<file path="src/rtl/hazard_forward_unit.sv">
// Hazard/forwarding unit: tracks in-flight destination registers through ID/EX, EX/MEM, MEM/WB,
// drives EX operand forward selects and a one-cycle load-use stall with a saturating stall counter.

module hazard_fwd_lane #(
  parameter int REG_AW = 4
) (
  input  logic              ex_vld,
  input  logic [REG_AW-1:0] rs,
  input  logic              mem_live,
  input  logic [REG_AW-1:0] mem_rd,
  input  logic              wb_live,
  input  logic [REG_AW-1:0] wb_rd,
  output logic              fwd,
  output logic              sel
);
  logic mem_hit, wb_hit;

  assign mem_hit = mem_live & (mem_rd == rs);
  assign wb_hit  = wb_live & (wb_rd == rs);
  // EX/MEM holds the youngest value, so it shadows a MEM/WB match
  assign fwd     = ex_vld & (mem_hit | wb_hit);
  assign sel     = ex_vld & ~mem_hit & wb_hit;
endmodule

module hazard_forward_unit #(
  parameter int REG_AW     = 4,
  parameter int ZERO_CONST = 1,
  parameter int CNT_W      = 16
) (
  input  logic              clk,
  input  logic              rst,
  input  logic              idValid,
  input  logic [REG_AW-1:0] idRs1,
  input  logic [REG_AW-1:0] idRs2,
  input  logic [REG_AW-1:0] idRd,
  input  logic              idRegWrite,
  input  logic              idMemRead,
  input  logic              flush,
  output logic              Fa,
  output logic              FwdSelA,
  output logic              Fb,
  output logic              FwdSelB,
  output logic              stall,
  output logic [CNT_W-1:0]  stallCount
);
  localparam int STAGES  = 2;  // index 0 = ID/EX, 1 = EX/MEM, 2 = MEM/WB
  localparam int NUM_OPS = 2;

  logic [STAGES:0]                  vld_pipe;
  logic [STAGES:0]                  rw_pipe;
  logic [STAGES:0]                  live;
  logic [STAGES:0][REG_AW-1:0]      rd_pipe;
  logic [NUM_OPS-1:0][REG_AW-1:0]   ex_rs;
  logic                             ex_mr;
  logic [NUM_OPS-1:0]               fwd, sel;
  logic                             ex_load;
  logic [CNT_W-1:0]                 cnt;

  always_ff @(posedge clk) begin
    if (rst) begin
      vld_pipe <= '0;
      cnt      <= '0;
    end else begin
      vld_pipe <= {vld_pipe[STAGES-1:0], ex_load};
      if (stall && cnt != '1) cnt <= cnt + 1'b1;
    end
  end

  // Payload is captured unconditionally; the valid bits alone decide whether an entry counts.
  always_ff @(posedge clk) begin
    rd_pipe <= {rd_pipe[STAGES-1:0], idRd};
    rw_pipe <= {rw_pipe[STAGES-1:0], idRegWrite};
    ex_rs   <= {idRs2, idRs1};
    ex_mr   <= idMemRead;
  end

  for (genvar s = 0; s <= STAGES; s++) begin : g_live
    assign live[s] = vld_pipe[s] & rw_pipe[s] & ((rd_pipe[s] != '0) | (ZERO_CONST == 0));
  end

  assign stall   = idValid & ~flush & live[0] & ex_mr &
                   ((rd_pipe[0] == idRs1) | (rd_pipe[0] == idRs2));
  assign ex_load = idValid & ~stall & ~flush;

  for (genvar i = 0; i < NUM_OPS; i++) begin : g_op
    hazard_fwd_lane #(.REG_AW(REG_AW)) u_lane (
      .ex_vld  (vld_pipe[0]),
      .rs      (ex_rs[i]),
      .mem_live(live[1]),
      .mem_rd  (rd_pipe[1]),
      .wb_live (live[2]),
      .wb_rd   (rd_pipe[2]),
      .fwd     (fwd[i]),
      .sel     (sel[i])
    );
  end

  assign Fa         = fwd[0];
  assign FwdSelA    = sel[0];
  assign Fb         = fwd[1];
  assign FwdSelB    = sel[1];
  assign stallCount = cnt;
endmodule

</file>
<file path="config.mk">
export PLATFORM = sky130hd
export DESIGN_NAME = hazard_forward_unit
export DESIGN_NICKNAME = d
export VERILOG_FILES = /design/src/rtl/hazard_forward_unit.sv
export SDC_FILE = /design/constraint.sdc
export NUM_CORES = 1
export LEC_CHECK = 0
export CORE_MARGIN = 4
export CORE_UTILIZATION = 44
export DETAILED_ROUTE_END_ITERATION = 10
export PLACE_DENSITY = 0.79
export SYNTH_ARGS = -nofsm -noshare
export SYNTH_HDL_FRONTEND = slang
export SYNTH_SLANG_ARGS = --single-unit
export TNS_END_PERCENT = 30
</file>
<file path="constraint.sdc">
create_clock -name clk -period 6 [get_ports clk]
set_input_delay 0.9 -clock clk [delete_from_list [all_inputs] [get_ports clk]]
set_output_delay 0.9 -clock clk [all_outputs]
set_load 0.01 [all_outputs]
</file>
### Track usage over the die, run 1

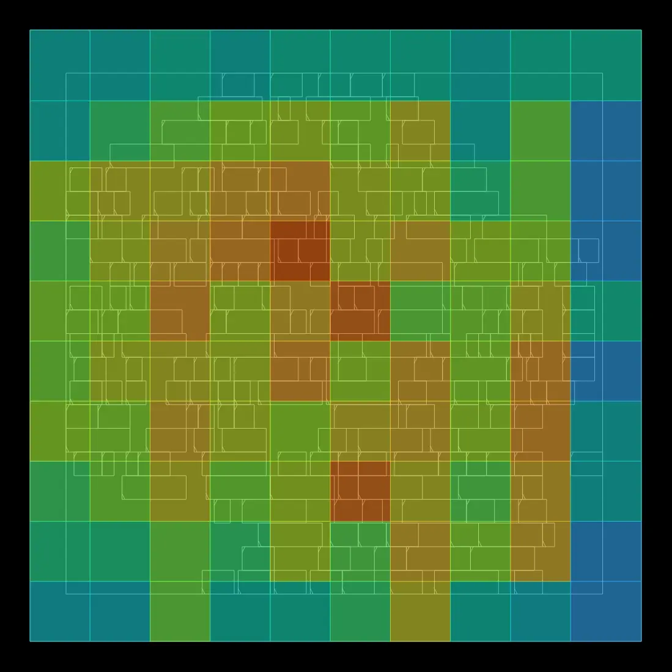
routing usage on met1: 18.6%
global routing's busiest layer: met2

### Gate families picked out, run 1

Bar = 20 um.
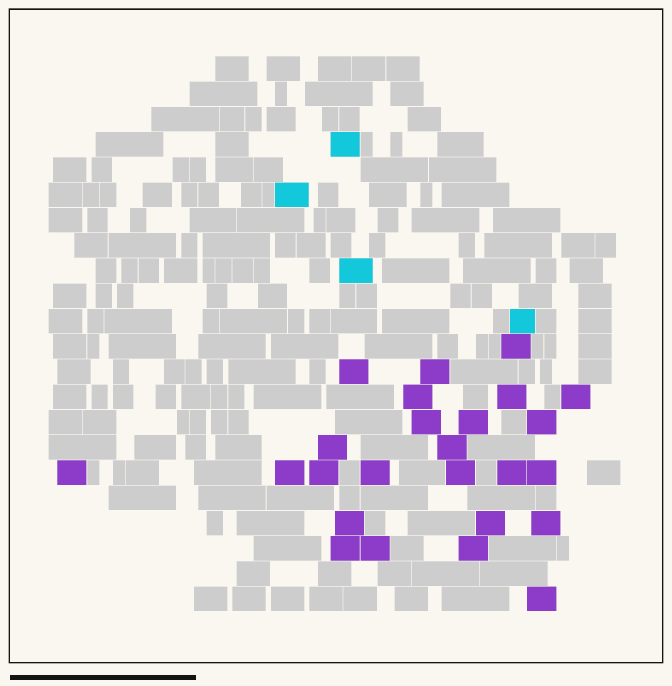
family	colour	cells
XOR/XNOR gates	purple	25
AND-OR and OR-AND gates	cyan	4

==> qor_table.md, run 1 <==
| Item | Value |
| --- | --- |
| Total area of sequential cells | 861 sq um |
| Static leakage | 0.759 nW |
| Post-synthesis share of cell area spent on and-or and or-and gates | 9.84% |
| Standard cell with the maximum stage delay on the critical path | clkdlybuf4s50_1 |
| Fraction of area in clock buffers and inverters | 3.32% |
| Outcome | finished, final reports clean |
| Seq power | 0.303 mW |
| Bufs and invs on worst path | 2 |
| GR Util All Layers | 15.3% |
| Sum of net half-perimeters after detailed placement | 2590 um |
| Final core occ | 59.2% |
| Post-route antenna net violation count | 0 |
| Core ar. | 3690 sq um |
| Non-clk buf share | 17.4% |
| Commonest cells after routing, fill and taps aside | dfxtp_1, clkdlybuf4s50_1, xnor2_1 |
| Hold path start | rw_pipe[0] |
| Count of maximum capacitance violations | 0 |
| Worst reg-to-reg setup slack | 3.74 ns |
| Via count of the first global-routing pass | 1329 |
| Class of the worst hold path | reg -> reg |
| Clock tree root buffer cell | clkbuf_8 |
| Count of hold buffers inserted by post-cts repair | 0 |
| Wire length of the first global-routing pass | 6030 um |
| Total DRC errors in the routed layout | 0 |
| Most Frequent Cell on Critical Path | clkdlybuf4s50_1 |
| Tcrit/Tclk final | 67.4% |
| Flip-flop and latch count after synthesis | 43 |
| Number of gates given a new drive strength after cts | 0 |
| Number of cells produced by synthesis | 173 |
| Number of cell instances after yosys synthesis | 173 |
| Amount of wire on met2 after detailed routing | 1670 um |
| Flop share of the area | 39.4% |
| WL met1 | 1560 um |
| Pin count of the biggest net entering global routing | 21 |
| Synth top area share | 50.5% |
| Top cell types by occurrence after synthesis | dfxtp_1, xnor2_1, a21oi_1, or3_1, o21ai_0 |
| Final Non-Filler Cells | 259 |
| Post-synthesis cell area | 1700 sq um |
| CP max stage delay | 0.67 ns |
| CTS H-tree lvls | 2 |
| Final setup skew | 0.00775 ns |
| Crit Path Max Fanout | 11 |
| Most frequently used flop master after synthesis | dfxtp_1 |
| Number of warnings issued by yosys | 0 |
| Total clock sinks | 43 |
| Relative contribution of combinational cells to total power | 6.4% |
| Num rows | 22 |
| Ranking of synthesized cells by area | dfxtp_1, xnor2_1, or3_1 |
| Taps Inserted | 48 |
| Initial antenna violation count | 0 |
| Total of fill cells in the finished design | 337 |
| Buffers, non-clock | 38 |
| Basic Gates by Area | 22.4% |
| Combinational cell area excluding buffers and inverters | 802 sq um |
| Count of inserted antenna diode cells | 0 |
| Beginning of the critical path | flush |
| Group drawing the most power | sequential cells |
| Most frequently placed logic cell in the final layout | dfxtp_1 |
| Fmax | 0.247 GHz |
| Die Height | 70.2 um |
| # clk buffers | 6 |
| Worst IR drop on VDD | 0.134 mV |
| Floorplan-stage core utilization | 46.2% |
| Worst setup endpoint | stall |
| Clock network power | 0.162 mW |
| Sequential Power Share | 61.0% |
| Final Slew Violations | 0 |
| WL met3 | 187 um |
| Xor/xnor cell area share of the yosys netlist | 12.8% |
| Total Negative Setup Slacks | 0 ns |
| Instance area at placement | 2110 sq um |
| GRT overflow | 0 |
| Final setup viols | 0 |
| Cell total after placement | 253 |
| Log Warnings | 26 |
| Final layout net count | 231 |
| Cell breakdown of the critical path | clkdlybuf4s50_1 -> nand2b_1 -> or3_1 -> a21oi_1 -> clkdlybuf4s50_1 |
| Worst setup margin | 1.96 ns |
| Shortest period the worst path allows | 4.04 ns |
| Clock latency at the later pin of the worst-skew pair | 0.29 ns |
### Where the registers sit, run 1

Bar = 20 um. Other sequential cells in the stronger grey, the rest of the logic in the fainter grey.
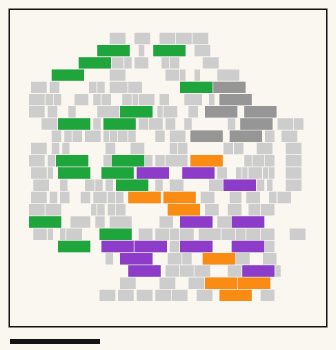
signal	colour	flops
ex_rs	orange	8
stallCount	green	16
rd_pipe	purple	12
not coloured	7

### Sizing map, run 1

Bar = 20 um.
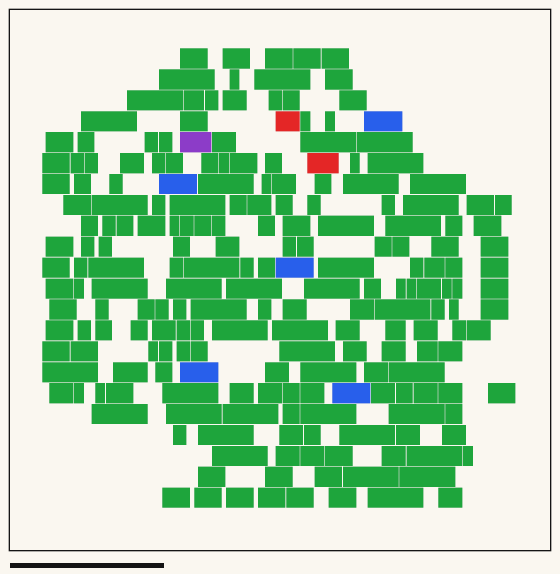
size	colour	cells	share
drive 2	red	2	0.95%
drive 3 to 4	purple	1	0.47%
drive 6 and up	blue	5	2.4%
drive 1 or less	green	203	96%

### Cell classes on the final placement, run 1

Bar = 20 um.
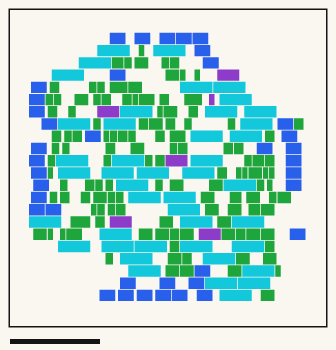

## Run 2: what changed since run 1
--- a/config.mk
+++ b/config.mk
@@ -8,7 +8,7 @@
 export CORE_MARGIN = 4
 export CORE_UTILIZATION = 44
 export DETAILED_ROUTE_END_ITERATION = 10
-export PLACE_DENSITY = 0.79
+export PLACE_DENSITY = 0.81
 export SYNTH_ARGS = -nofsm -noshare
 export SYNTH_HDL_FRONTEND = slang
 export SYNTH_SLANG_ARGS = --single-unit
==> constraint.sdc (replaced) <==
create_clock -name clk -period 3.5 [get_ports clk]
set_input_delay 0.525 -clock clk [delete_from_list [all_inputs] [get_ports clk]]
set_output_delay 0.525 -clock clk [all_outputs]
set_load 0.01 [all_outputs]
### Cell classes on the final placement, run 2

Bar = 20 um.
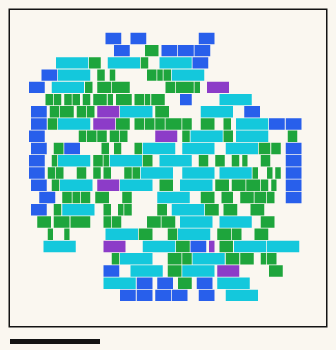
class	colour	cells	share of their area
all other logic	green	124	38%
other buffers and delay cells	blue	39	18%
clock drivers and dummy loads	purple	8	4.6%
flip-flops	cyan	43	40%

### Track usage over the die, run 2

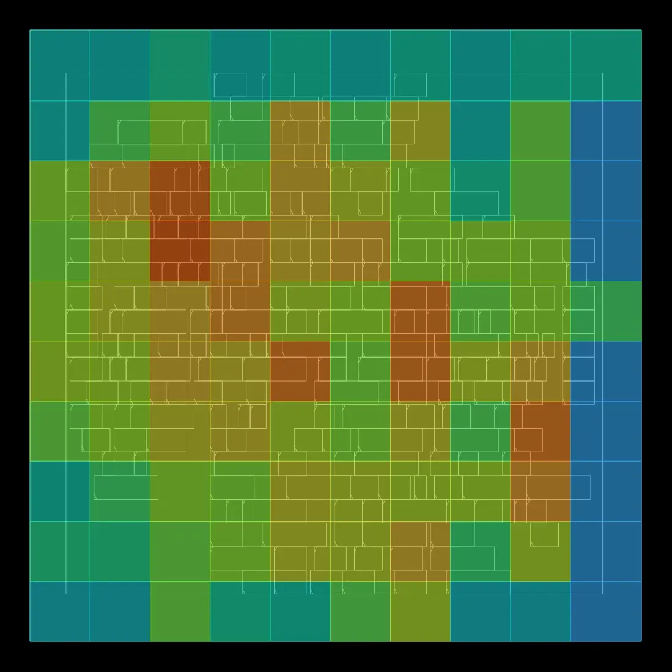
global routing usage on met2: 25.1%
global routing met3 resource utilization: 5.76%

==> qor_table.md, run 2 <==
| Item | Value |
| --- | --- |
| Outcome | finished, final reports clean |
| Flop share of the area | 38.8% |
| Die Height | 70.2 um |
| Shortest period the worst path allows | 2.77 ns |
| Worst setup margin | 0.735 ns |
| WL met1 | 1660 um |
| CP max stage delay | 0.57 ns |
| Number of cell instances after yosys synthesis | 173 |
| Xor/xnor cell area share of the yosys netlist | 12.8% |
| Sum of net half-perimeters after detailed placement | 2670 um |
| Basic Gates by Area | 22.4% |
| Group drawing the most power | sequential cells |
| Routing usage on met1 | 18.8% |
| Final core occ | 60.1% |
| Final setup skew | 0.00479 ns |
| Crit Path Max Fanout | 2 |
| Class of the worst hold path | reg -> reg |
| GR Util All Layers | 15.4% |
| Count of hold buffers inserted by post-cts repair | 0 |
| Non-clk buf share | 17.5% |
| Static leakage | 0.779 nW |
| Most frequently used flop master after synthesis | dfxtp_1 |
| Instance area at placement | 2120 sq um |
| Worst IR drop on VDD | 0.277 mV |
| Count of inserted antenna diode cells | 0 |
| Flip-flop and latch count after synthesis | 43 |
| Most Frequent Cell on Critical Path | clkdlybuf4s50_1 |
| Number of gates given a new drive strength after cts | 0 |
| Clock network power | 0.340 mW |
| Most frequently placed logic cell in the final layout | dfxtp_1 |
| Wire length of the first global-routing pass | 6080 um |
| Buffers, non-clock | 39 |
| Core ar. | 3690 sq um |
| Floorplan-stage core utilization | 46.2% |
| Switching power total | 0.194 mW |
| Amount of wire on met2 after detailed routing | 1780 um |
| Total clock sinks | 43 |
| Cell total after placement | 254 |
| Post-synthesis cell area | 1700 sq um |
| Beginning of the critical path | flush |
| Total Negative Setup Slacks | 0 ns |
| Synthesized area per cell | 9.85 sq um |
| Post-route antenna net violation count | 0 |
| Fraction of area in clock buffers and inverters | 4.51% |
| Via count of the first global-routing pass | 1326 |
| WL met3 | 183 um |
| Standard cell with the maximum stage delay on the critical path | clkdlybuf4s50_1 |
| Total of fill cells in the finished design | 333 |
| Combinational cell area excluding buffers and inverters | 802 sq um |
| Total DRC errors in the routed layout | 0 |
| Final Slew Violations | 0 |
| Clock tree root buffer cell | clkbuf_8 |
| Switching share of power | 21.2% |
| # clk buffers | 8 |
| Clock latency at the later pin of the worst-skew pair | 0.30 ns |
| Taps Inserted | 48 |
| Final layout net count | 232 |
| Final setup viols | 0 |
| Total area of sequential cells | 861 sq um |
| Commonest cells after routing, fill and taps aside | dfxtp_1, clkdlybuf4s50_1, xnor2_1 |
| Final Non-Filler Cells | 262 |
| CTS H-tree lvls | 2 |
| Top cell types by occurrence after synthesis | dfxtp_1, xnor2_1, a21oi_1, or3_1, o21ai_0 |
| Worst reg-to-reg setup slack | 1.22 ns |
| Number of warnings issued by yosys | 0 |
| Num rows | 22 |
| Hold path start | rw_pipe[0] |
### Where the registers sit, run 2

Bar = 20 um. Other sequential cells in the stronger grey, the rest of the logic in the fainter grey.
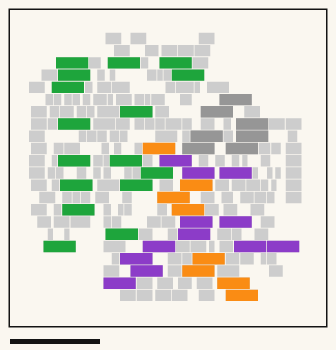

## Run 3: what changed since run 2
--- a/config.mk
+++ b/config.mk
@@ -8,7 +8,7 @@
 export CORE_MARGIN = 4
 export CORE_UTILIZATION = 44
 export DETAILED_ROUTE_END_ITERATION = 10
-export PLACE_DENSITY = 0.81
+export PLACE_DENSITY = 0.79
 export SYNTH_ARGS = -nofsm -noshare
 export SYNTH_HDL_FRONTEND = slang
 export SYNTH_SLANG_ARGS = --single-unit
==> constraint.sdc (replaced) <==
create_clock -name clk -period 2.84 [get_ports clk]
set_input_delay 0.426 -clock clk [delete_from_list [all_inputs] [get_ports clk]]
set_output_delay 0.426 -clock clk [all_outputs]
set_load 0.01 [all_outputs]
### Where the registers sit, run 3

Bar = 20 um. Other sequential cells in the stronger grey, the rest of the logic in the fainter grey.
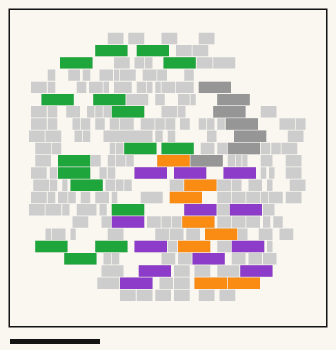
signal	colour	flops
ex_rs	orange	8
stallCount	green	16
rd_pipe	purple	12

==> qor_table.md, run 3 <==
| Item | Value |
| --- | --- |
| Synthesized area per cell | 9.85 sq um |
| Standard cell with the maximum stage delay on the critical path | clkdlybuf4s50_1 |
| Global routing usage on met2 | 24.6% |
| Clock network power | 0.485 mW |
| Clock latency at the later pin of the worst-skew pair | 0.30 ns |
| GR Util All Layers | 14.9% |
| Crit Path Max Fanout | 2 |
| Relative contribution of combinational cells to total power | 5.7% |
| Cell breakdown of the critical path | clkdlybuf4s50_1 -> nand2b_1 -> or3_1 -> a21oi_1 -> clkdlybuf4s50_1 |
| Beginning of the critical path | flush |
| Cell total after placement | 254 |
| WL met3 | 184 um |
| Switching share of power | 20.3% |
| Final core occ | 60.6% |
| Worst setup endpoint | stall |
| Worst reg-to-reg setup slack | 0.56 ns |
| Synth top area share | 50.5% |
| Hold path start | rw_pipe[0] |
| Most frequently placed logic cell in the final layout | dfxtp_1 |
| Seq power | 0.640 mW |
| Bufs and invs on worst path | 2 |
| Amount of wire on met2 after detailed routing | 1760 um |
| Number of gates given a new drive strength after cts | 0 |
| Post-route antenna net violation count | 0 |
| Xor/xnor cell area share of the yosys netlist | 12.8% |
| Sum of net half-perimeters after detailed placement | 2640 um |
| Fmax | 0.391 GHz |
| Most Frequent Cell on Critical Path | clkdlybuf4s50_1 |
| Num rows | 22 |
| Flip-flop and latch count after synthesis | 43 |
| Total Negative Setup Slacks | 0 ns |
| Initial antenna violation count | 0 |
| Tcrit/Tclk final | 90.0% |
| Final Slew Violations | 0 |
| Total area of sequential cells | 861 sq um |
| CP max stage delay | 0.57 ns |
| Global routing's busiest layer | met2 |
| Flop share of the area | 38.5% |
| Wire length of the first global-routing pass | 5850 um |
| CTS H-tree lvls | 2 |
| Commonest cells after routing, fill and taps aside | dfxtp_1, clkdlybuf4s50_1, xnor2_1 |
| Log Warnings | 26 |
| Fraction of area in clock buffers and inverters | 5.26% |
| Group drawing the most power | sequential cells |
| Final setup viols | 0 |
| Shortest period the worst path allows | 2.56 ns |
| Worst setup margin | 0.285 ns |
| Core ar. | 3690 sq um |
| Die Height | 70.2 um |
| Top cell types by occurrence after synthesis | dfxtp_1, xnor2_1, a21oi_1, or3_1, o21ai_0 |
| Sequential Power Share | 53.7% |
| Number of warnings issued by yosys | 0 |
| Routing usage on met1 | 17.3% |
| Outcome | finished, final reports clean |
| WL met1 | 1630 um |
| Non-clk buf share | 17.3% |
| Count of inserted antenna diode cells | 0 |
| Floorplan-stage core utilization | 46.2% |
| GRT overflow | 0 |
### Sizing map, run 3

Bar = 20 um.
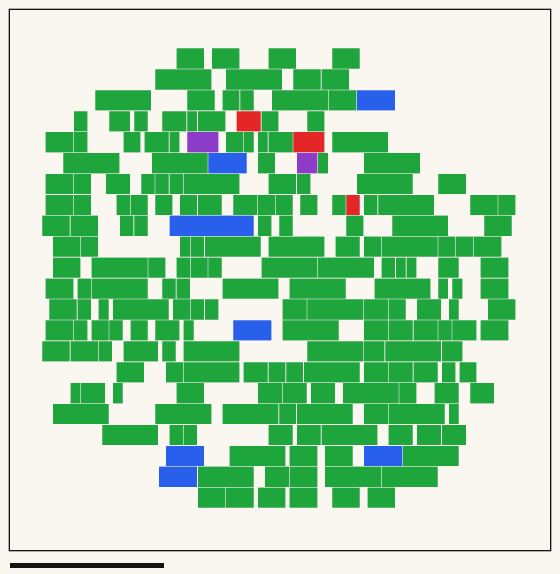
size	colour	cells	share
drive 2	red	3	1.4%
drive 1 or less	green	202	94%
drive 6 and up	blue	7	3.3%
drive 3 to 4	purple	2	0.93%

No activity file was given, so power comes from the tool's default toggle rates.
